`config.mk`:
```
export PLATFORM = sky130hd
export DESIGN_NAME = astar_open_pq
export DESIGN_NICKNAME = d
export VERILOG_FILES = /design/src/rtl/astar_open_pq.sv
export SDC_FILE = /design/constraint.sdc
export NUM_CORES = 2
export LEC_CHECK = 0
export CAP_MARGIN = 20
export CORE_MARGIN = 2
export CORE_UTILIZATION = 63
export DETAILED_ROUTE_END_ITERATION = 8
export GPL_TIMING_DRIVEN = 0
export PLACE_DENSITY = 0.83
export SKIP_LAST_GASP = 1
export SLEW_MARGIN = 20
export SYNTH_ARGS = -nofsm -noshare
export SYNTH_HDL_FRONTEND = slang
export SYNTH_SLANG_ARGS = --single-unit
```
`constraint.sdc`:
```
create_clock -name clk_i -period 5.3 [get_ports clk_i]
set_clock_uncertainty 0.15 [all_clocks]
set_input_delay 1.59 -clock clk_i [delete_from_list [all_inputs] [get_ports clk_i]]
set_output_delay 1.59 -clock clk_i [all_outputs]
set_load 0.005 [all_outputs]
```
`src/rtl/astar_open_pq.sv`:
```
// Sorted priority queue for the A* open list: minimum-key entry always at e[0], FIFO among equal keys.
// Optional decrease-key deduplication on payload is enabled by defining SORT_DEDUP_EN.
module astar_open_pq #(
    parameter int KEY_W  = 16,
    parameter int DATA_W = 12,
    parameter int DEPTH  = 16,
    parameter int CNT_W  = $clog2(DEPTH + 1)
) (
    input  logic              clk_i,
    input  logic              rst_ni,
    input  logic              clear_i,
    input  logic              push_valid_i,
    input  logic [KEY_W-1:0]  push_key_i,
    input  logic [DATA_W-1:0] push_data_i,
    output logic              push_ready_o,
    input  logic              pop_i,
    output logic              head_valid_o,
    output logic [KEY_W-1:0]  head_key_o,
    output logic [DATA_W-1:0] head_data_o,
    output logic [CNT_W-1:0]  count_o,
    output logic              full_o,
    output logic              empty_o,
    output logic              dropped_o
);

    localparam logic [CNT_W-1:0] FULL_CNT = CNT_W'(DEPTH);

    logic [KEY_W-1:0]  key_q  [DEPTH];
    logic [KEY_W-1:0]  key_d  [DEPTH];
    logic [DATA_W-1:0] data_q [DEPTH];
    logic [DATA_W-1:0] data_d [DEPTH];
    logic [DEPTH-1:0]  valid_q, valid_d;
    logic [CNT_W-1:0]  count_q, count_d;
    logic              popFire, pushFire, isDup, drop, doIns;

    assign popFire  = pop_i & valid_q[0];
    assign pushFire = push_valid_i & (count_q != FULL_CNT);

    // Three stages on the stored image: pop shift-down, duplicate removal, then sorted insert.
    always_comb begin
        logic [KEY_W-1:0]  k1 [DEPTH];
        logic [DATA_W-1:0] d1 [DEPTH];
        logic [DEPTH-1:0]  v1;
        logic [KEY_W-1:0]  k2 [DEPTH];
        logic [DATA_W-1:0] d2 [DEPTH];
        logic [DEPTH-1:0]  v2;
        logic [DEPTH-1:0]  rm1;
        logic [DEPTH-1:0]  ge;
        logic [KEY_W-1:0]  mkey;
        logic              hit;

        for (int j = 0; j < DEPTH - 1; j++) begin
            k1[j] = popFire ? key_q[j+1]   : key_q[j];
            d1[j] = popFire ? data_q[j+1]  : data_q[j];
            v1[j] = popFire ? valid_q[j+1] : valid_q[j];
        end
        k1[DEPTH-1] = popFire ? '0   : key_q[DEPTH-1];
        d1[DEPTH-1] = popFire ? '0   : data_q[DEPTH-1];
        v1[DEPTH-1] = popFire ? 1'b0 : valid_q[DEPTH-1];

        rm1  = '0;
        mkey = '0;
        hit  = 1'b0;
        isDup = 1'b0;
        drop  = 1'b0;
`ifdef SORT_DEDUP_EN
        for (int j = 0; j < DEPTH; j++) begin
            if (v1[j] && (d1[j] == push_data_i) && !hit) begin
                mkey = k1[j];
                hit  = 1'b1;
            end
            rm1[j] = hit & pushFire;
        end
        isDup = hit;
        drop  = hit & (mkey <= push_key_i);
        if (drop) begin
            rm1 = '0;
        end
`endif

        for (int j = 0; j < DEPTH - 1; j++) begin
            k2[j] = rm1[j] ? k1[j+1] : k1[j];
            d2[j] = rm1[j] ? d1[j+1] : d1[j];
            v2[j] = rm1[j] ? v1[j+1] : v1[j];
        end
        k2[DEPTH-1] = rm1[DEPTH-1] ? '0   : k1[DEPTH-1];
        d2[DEPTH-1] = rm1[DEPTH-1] ? '0   : d1[DEPTH-1];
        v2[DEPTH-1] = rm1[DEPTH-1] ? 1'b0 : v1[DEPTH-1];

        doIns = pushFire & !drop;

        // Strict greater-than places a new entry behind equal keys; invalid slots always qualify.
        for (int j = 0; j < DEPTH; j++) begin
            ge[j] = !v2[j] || (k2[j] > push_key_i);
        end

        key_d   = k2;
        data_d  = d2;
        valid_d = v2;
        if (doIns) begin
            if (ge[0]) begin
                key_d[0]   = push_key_i;
                data_d[0]  = push_data_i;
                valid_d[0] = 1'b1;
            end
            for (int j = 1; j < DEPTH; j++) begin
                if (ge[j]) begin
                    key_d[j]   = ge[j-1] ? k2[j-1] : push_key_i;
                    data_d[j]  = ge[j-1] ? d2[j-1] : push_data_i;
                    valid_d[j] = ge[j-1] ? v2[j-1] : 1'b1;
                end
            end
        end

        count_d = count_q - CNT_W'(popFire) + CNT_W'(doIns & !isDup);

        if (clear_i) begin
            for (int j = 0; j < DEPTH; j++) begin
                key_d[j]  = '0;
                data_d[j] = '0;
            end
            valid_d = '0;
            count_d = '0;
        end
    end

    always_ff @(posedge clk_i or negedge rst_ni) begin
        if (!rst_ni) begin
            for (int j = 0; j < DEPTH; j++) begin
                key_q[j]  <= '0;
                data_q[j] <= '0;
            end
            valid_q <= '0;
            count_q <= '0;
        end else begin
            key_q   <= key_d;
            data_q  <= data_d;
            valid_q <= valid_d;
            count_q <= count_d;
        end
    end

`ifdef SORT_DEDUP_EN
    logic dropped_q;

    always_ff @(posedge clk_i or negedge rst_ni) begin
        if (!rst_ni) begin
            dropped_q <= 1'b0;
        end else begin
            dropped_q <= pushFire & drop & !clear_i;
        end
    end

    assign dropped_o = dropped_q;
`else
    assign dropped_o = 1'b0;
`endif

    assign head_valid_o = valid_q[0];
    assign head_key_o   = key_q[0];
    assign head_data_o  = data_q[0];
    assign count_o      = count_q;
    assign full_o       = (count_q == FULL_CNT);
    assign empty_o      = (count_q == '0);
    assign push_ready_o = !full_o;

endmodule

```
### Met2 routing

(1.5 px per um)
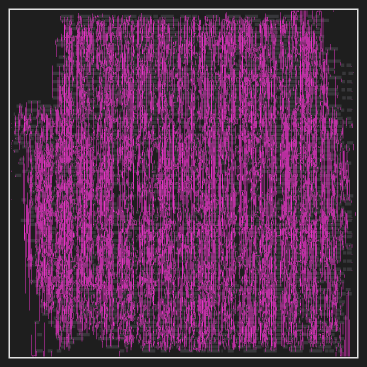
- share of all routed wire: 41%
- wire length on this layer: 48.0 mm
- longest straight run: 119 um
- main direction: vertical
- nets with wire on the layer: 3347

### Cells coloured by class

(1.5 px per um) Fill, decap, tap and diode cells in grey.
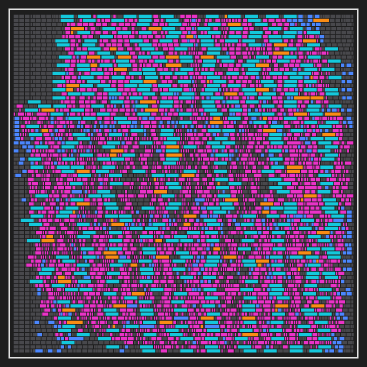
- orange: clock drivers and dummy loads (cells 91; share of their area 5.1%)
- magenta: remaining logic cells (cells 2860; share of their area 54%)
- blue: remaining buffers and delay cells (cells 406; share of their area 8.2%)
- cyan: sequential cells (cells 469; share of their area 32%)

### Clock routing

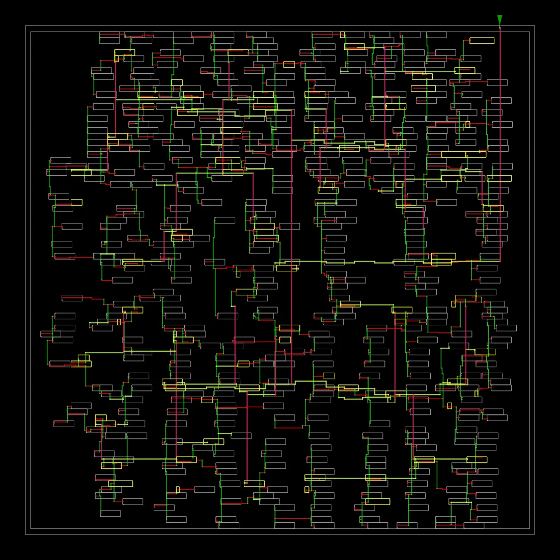
CLK BUF: 70
clk_lat worst skew: 0.62 ns

### Pin placement

(1 px per um) Pins as bars across the die edge, other pins in grey.
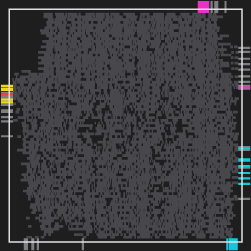
- red: `full_o` (pins 1; direction output; edge west)
- yellow: `count_o` (pins 5; direction output; edge west)
- cyan: `head_key_o` (pins 16; direction output; edge 9 south, 7 east)
- magenta: `push_data_i` (pins 12; direction input; edge 11 north, 1 east)

### Clock distribution

(2 px per um)
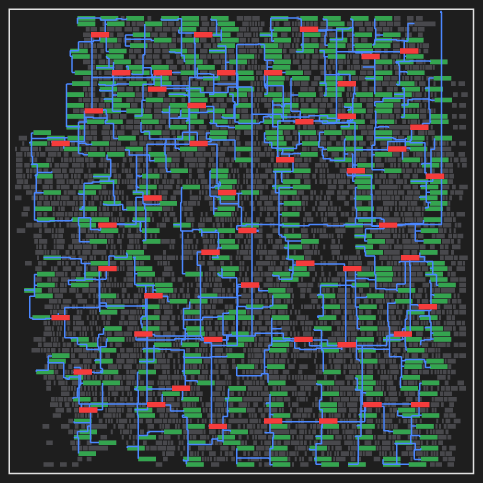
- green: flip-flops (count 469)
- blue: clock wires (length 6210 um)
- red: clock-net drivers (count 50)
- routed clock nets: 51

==> ci_impl_report.md <==
### Flow metrics

| Metric | Value |
|---|---|
| Nets | `about 4100` |
| Max-cap violations | `0` |
| Worst Hold End | `data_q[0]$_DFF_PN0_` |
| Status | `finished clean` |
| Max transition margin | `between 10% and 20%` |
| Fin util | `72.8%` |
| Worst r2r dst | `count_o[4]$_DFF_PN0_` |
| Total power | `about 10000 uW` |
| Hold WS | `around 0.36 ns` |
| Via/cell ratio | `roughly 6.6` |
| Global Route Usage Sum | `43.7%` |
| Met2 wire len | `48000 um` |
| Area-dominant class | `logic gates` |
| Final min period | `around 5.3 ns` |
| Metal-1 WL | `approximately 46000 um` |
| Logic area | `around 19000 um^2` |
| Taps Inserted | `680` |
| P_sw | `3030 uW` |
| Seq/Total Area, Yosys | `36.1%` |
| YS chip area | `32600 um^2` |
| Post-placement cell count | `4355` |
| Pre-CTS WS | `-2.33 ns` |
| XORs/XNORs by Area | `less than 1%` |
| Simple share | `12.4%` |
| Fillers | `3651` |
| Sw Share | `between 30% and 40%` |
| Startpoint types | `input port` |
| Syn_area_per_cell | `between 9 and 10 um^2` |
| OpenROAD warnings | `30` |
| Crit. Startpoint | `pop_i` |
| Hold_sp | `data_q[0]$_DFF_PN0_` |
| Achievable Freq | `approximately 190 MHz` |
| Port Buf Inserts | `about 69` |
| Logic power comb | `roughly 2100 uW` |
| Metal3 WL | `~16000 um` |
| Signal buffers | `slightly above 400` |
| Inverters, non-clock | `between 200 and 300` |
| Setup TNS | `0 ns` |
| Slowest-stage cell, CP | `or4_1` |
| Synth async-reset ratio | `100%` |
| Dominant comb cell | `multiplexers` |
Power is estimated from default activity; no workload was simulated.
